==> images/layer_met3.png <==
(1 px per um) Cells faint in the background.
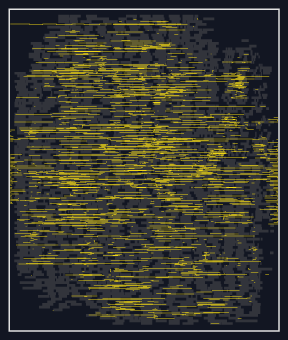
==> images/metal_density.png <==
(1 px per um) 27 x 32 tiles, from dark purple (low) to yellow (high), scaled to the fullest tile. Values are wire area over tile area, all layers added.
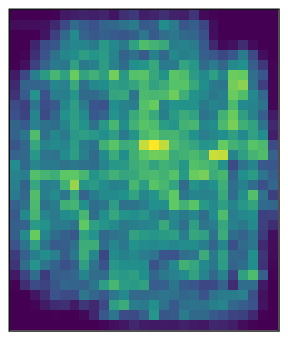
File: src/rtl/m_regfile.sv
`default_nettype none
// ============================================================================
// m_regfile : 32 x XLEN register file, pending-write scoreboard, reset scrub.
// Option    : MARISCAL_REGFILE_BYPASS_EN forwards same-cycle writeback to reads.
// Revision  : 1.0
// ============================================================================
module m_regfile #(
    parameter int XLEN = 32
) (
    input  logic            clk,
    input  logic            rst_n,
    input  logic [4:0]      rs_sel,
    output logic [XLEN-1:0] rs_in,
    input  logic [4:0]      rq_sel,
    output logic [XLEN-1:0] rq_in,
    output logic            rs_busy,
    output logic            rq_busy,
    input  logic            rsv_valid,
    input  logic [4:0]      rsv_rd,
    output logic            rsv_ready,
    input  logic            wb_valid,
    input  logic [4:0]      wb_rd,
    input  logic [XLEN-1:0] wb_data,
    output logic            wb_ready,
    output logic            wb_err
);

    typedef enum logic [0:0] {
        SCRUB = 1'b0,
        RUN   = 1'b1
    } state_t;

    state_t          state_q, state_d;
    logic [4:0]      idx_q, idx_d;
    logic [31:0]     busy_q, busy_d;
    logic            wb_err_q, wb_err_d;
    logic [XLEN-1:0] regs_q [32];

    logic            w_run;
    logic            w_wb_fire;
    logic            w_rsv_fire;
    logic            w_reg_we;
    logic [4:0]      w_reg_waddr;
    logic [XLEN-1:0] w_reg_wdata;

    // A busy destination may be re-reserved only when its writeback retires it this same cycle.
    always_comb begin
        w_run      = (state_q == RUN);
        w_wb_fire  = w_run && wb_valid;
        wb_ready   = w_run;
        rsv_ready  = w_run && (!busy_q[rsv_rd] ||
                     (w_wb_fire && (wb_rd == rsv_rd) && (rsv_rd != 5'd0)));
        w_rsv_fire = rsv_valid && rsv_ready;
        wb_err     = wb_err_q;
    end

    always_comb begin
        state_d     = state_q;
        idx_d       = idx_q;
        busy_d      = busy_q;
        wb_err_d    = wb_err_q;
        w_reg_we    = 1'b0;
        w_reg_waddr = idx_q;
        w_reg_wdata = '0;
        case (state_q)
            SCRUB: begin
                w_reg_we = 1'b1;
                idx_d    = idx_q + 5'd1;
                if (idx_q == 5'd31) begin
                    state_d = RUN;
                end
            end
            RUN: begin
                if (w_wb_fire && (wb_rd != 5'd0)) begin
                    w_reg_we      = 1'b1;
                    w_reg_waddr   = wb_rd;
                    w_reg_wdata   = wb_data;
                    busy_d[wb_rd] = 1'b0;
                    if (!busy_q[wb_rd]) begin
                        wb_err_d = 1'b1;
                    end
                end
                // Applied after the clear so a same-rd reservation leaves the register busy.
                if (w_rsv_fire && (rsv_rd != 5'd0)) begin
                    busy_d[rsv_rd] = 1'b1;
                end
            end
            default: state_d = SCRUB;
        endcase
    end

    always_ff @(posedge clk) begin
        if (!rst_n) begin
            state_q  <= SCRUB;
            idx_q    <= 5'd0;
            busy_q   <= '0;
            wb_err_q <= 1'b0;
        end else begin
            state_q  <= state_d;
            idx_q    <= idx_d;
            busy_q   <= busy_d;
            wb_err_q <= wb_err_d;
        end
    end

    always_ff @(posedge clk) begin
        if (rst_n && w_reg_we) begin
            regs_q[w_reg_waddr] <= w_reg_wdata;
        end
    end

    always_comb begin
        rs_in   = '0;
        rq_in   = '0;
        rs_busy = 1'b1;
        rq_busy = 1'b1;
        if (w_run) begin
            rs_in   = (rs_sel == 5'd0) ? '0 : regs_q[rs_sel];
            rq_in   = (rq_sel == 5'd0) ? '0 : regs_q[rq_sel];
            rs_busy = busy_q[rs_sel];
            rq_busy = busy_q[rq_sel];
`ifdef MARISCAL_REGFILE_BYPASS_EN
            if (w_wb_fire && (wb_rd != 5'd0) && (wb_rd == rs_sel)) begin
                rs_in   = wb_data;
                rs_busy = 1'b0;
            end
            if (w_wb_fire && (wb_rd != 5'd0) && (wb_rd == rq_sel)) begin
                rq_in   = wb_data;
                rq_busy = 1'b0;
            end
`endif
        end
    end

endmodule
`default_nettype wire

File: config.mk
export PLATFORM = sky130hd
export DESIGN_NAME = m_regfile
export DESIGN_NICKNAME = d
export VERILOG_FILES = /design/src/rtl/m_regfile.sv
export SDC_FILE = /design/constraint.sdc
export NUM_CORES = 1
export LEC_CHECK = 0
export CAP_MARGIN = 20
export CORE_ASPECT_RATIO = 1.2
export CORE_MARGIN = 4
export CORE_UTILIZATION = 62
export CTS_CLUSTER_DIAMETER = 150
export CTS_CLUSTER_SIZE = 25
export DETAILED_ROUTE_END_ITERATION = 8
export GPL_TIMING_DRIVEN = 1
export PLACE_DENSITY_LB_ADDON = 0.3
export SLEW_MARGIN = 0
export SYNTH_ARGS = -nofsm -noshare
export SYNTH_HDL_FRONTEND = slang
export SYNTH_SLANG_ARGS = --single-unit
File: constraint.sdc
create_clock -name clk -period 5.62 [get_ports clk]
set_input_delay 1.124 -clock clk [delete_from_list [all_inputs] [get_ports clk]]
set_output_delay 1.124 -clock clk [all_outputs]
set_load 0.005 [all_outputs]
==> results.yml <==
# flow metrics
status:
  status: "finished clean"
logic_synthesis:
  ys_sh_simple_pct: 2.80
  edf_count: 1024
  synth_warnings: 0
  avgSynthCellArea_um2: 20.4
  synth.largest_area_cell: "edfxtp_1"
  netlist.area_leader.share_pct: 61.0
  synth_top_cell_by_count: "edfxtp_1"
  ys_chip_area_mm2: 0.0504
  synth_cells: 2471
  yosys-top-cells-count: "1,024 x edfxtp_1, 667 x mux4_2, 111 x clkbuf_1"
  ys_seq_share_pct: 62.6
  aoi_share_pct: 1.91
  fp_nets: 2529
  synth_adder_area_share_pct: 0.0497
  yosys_cells: 2471
  ff_type: "edfxtp_1"
  synth_area_mm2: 0.0504
  ys_types: 51
power:
  ir_drop_uv: 274
  seq_power_share_pct: 63.5
  pwr-share-comb_pct: 7.1
  p_per_area_mw_per_mm2: 245
  internal_power_mw: 10.6
  leakage_nw: 18.0
  pg_clk_mw: 3.99
  p_sw_mw: 2.93
  switching_share_pct: 21.6
  power.group.top: "sequential cells"
  total_power_mw: 13.6
clock_network:
  post-cts-setup-buffers: 0
  cts.hold.buffers_added: 0
  cts_num_sinks: 1063
  ctsLongestPathBuffers: 3
  htreeDepth: 2
  cts_tree: "yes"
  cts_resized: 0
  clock.latency.late_pin_ns: 0.65
  cts_root_buffer: "clkbuf_16"
final_layout:
  num_antenna_cells: 4
  dominant_cells: "registers"
  syn_to_final_growth_pct: 10.0
  num-clock-buffers: 58
  buffer_area_share_pct: 5.57
  largest_reg_flops: 1024
  flops: 1063
  n_all_inverters: 69
  final_common_cell: "edfxtp_1"
  nNetsFinal: 2649
  largestRegisters: "regs_q: 1024 flops, busy_q: 32 flops, idx_q: 5 flops"
  sh_comb_area_pct: 32.4
  fillCellCount: 4805
  logic_gate_count: 1137
  nNonClkBuffers: 272
  clkCellAreaFrac_pct: 2.33
  final_layout_top_logic_cells: "1,024 x edfxtp_1, 667 x mux4_2, 114 x clkdlybuf4s50_1, 93 x buf_4, 89 x o21ai_0"
  seqAreaFraction_pct: 56.9
  drive_above_1_share_pct: 35.4
hold_path:
  hold_depth: 2
  holdPathEnd: "wb_err"
  min_from: "wb_err"
critical_path:
  crit_path_start_kind: "primary input"
  cp_num_cells: 7
  r2r_slack_ns: 1.41
  worst_r2r_endpoint: "regs_q[20][12]"
  rr_worst_depth: 7
  critPathKind: "in -> out"
  endpoint_kind: "output port"
  arrival_ns: 4.18
  cp_max_fo: 29
  crit_buf_inv: 2
  crit_path_end: "rsv_ready"
  cpMostUsedCell: "clkdlybuf4s50_1"
  critPathSlowestCell: "clkdlybuf4s50_1"
  cp_cell_sequence: "clkdlybuf4s50_1 -> nor4_1 -> o21ai_0 -> and4_1 -> a31oi_1 -> nor2b_1 -> clkdlybuf4s50_1"
  critPathTopFamily: "buffers and inverters"
floorplanning:
  die.size.y_um: 320
  ios: 125
  num_rows: 114
  tap_cells: 1044
  core_mm2: 0.0806
final_timing:
  fmax_mhz: 189
  finalHoldViolCount: 0
  fin_crit_ns: 5.30
  rsz0062_at_grt: "no"
  worstMarginPinSlew_ns: 1.13
  finalSetupTns_ns: 0
  relSlewSlack_pct: 23.7
  fin_worst_skew_ns: 0.0247
  report.final.slew_viol_count: 0
detailed_routing:
  wl_per_cell_um: 40.2
  drtIter0Drc: 4649
  drt-vias-per-instance: 7.89
  drt_pre_antenna_iters: 6
  drtAntennaViolNets: 0
global_routing:
  grt_usage_pct: 34.7
  grt_pass1_vias: 29500
  grt_max_degree: 58
  antenna_found_initial: 8
  grt_pass1_wl_um: 211000
flow_run:
  tool_warnings: 27
place:
  place_hpwl_um: 89200
  portBuffers: 124
  gp_congestion: 0.931
Back to the opening pictures, layer_met3.png:
The layer holds 13% of the routed length. The layer carries 18,900 um of wire.
final wirelength: 147,000 um
GR Layer Usage met3: 9.12%
vias after detailed routing: 28,800

Back to the opening pictures, metal_density.png:
30% of the tiles are over half the peak. The fullest tile reaches 0.77. The densest ninth of the die: centre. The mean over all tiles is 0.30. 8.4% of the tiles are nearly empty.

## through the flow
stage / cells / instance area, um^2 / setup WS [ns] / hold WS, ns / util (%)
finish: 3650 / 55400 / 0.320 / 0.526 / 68.8
global route: 3647 / 55400 / 0.00598 / 0.542 / 68.8
CTS: 3643 / 55400 / 0.377 / 0.522 / 68.7
detailed placement: 3582 / 54100 / 0.396 / 0.507 / 67.1
global placement: 3582 / 54100 / 0.475 / 0.485 / 67.1
floorplan: 2471 / 50400 / 1.39 / 0.454 / -
## per-layer routing
metal	part of all wire (%)	vias up	GRT usage, %
li1	-	10900	-
met2	49	2442	54.9
met4	5.2	8	13.8
met3	13	429	9.12
met1	33	15000	47.5
met5	0.047	-	0
Power figures rest on the tool's default switching activity, not on a simulated workload.
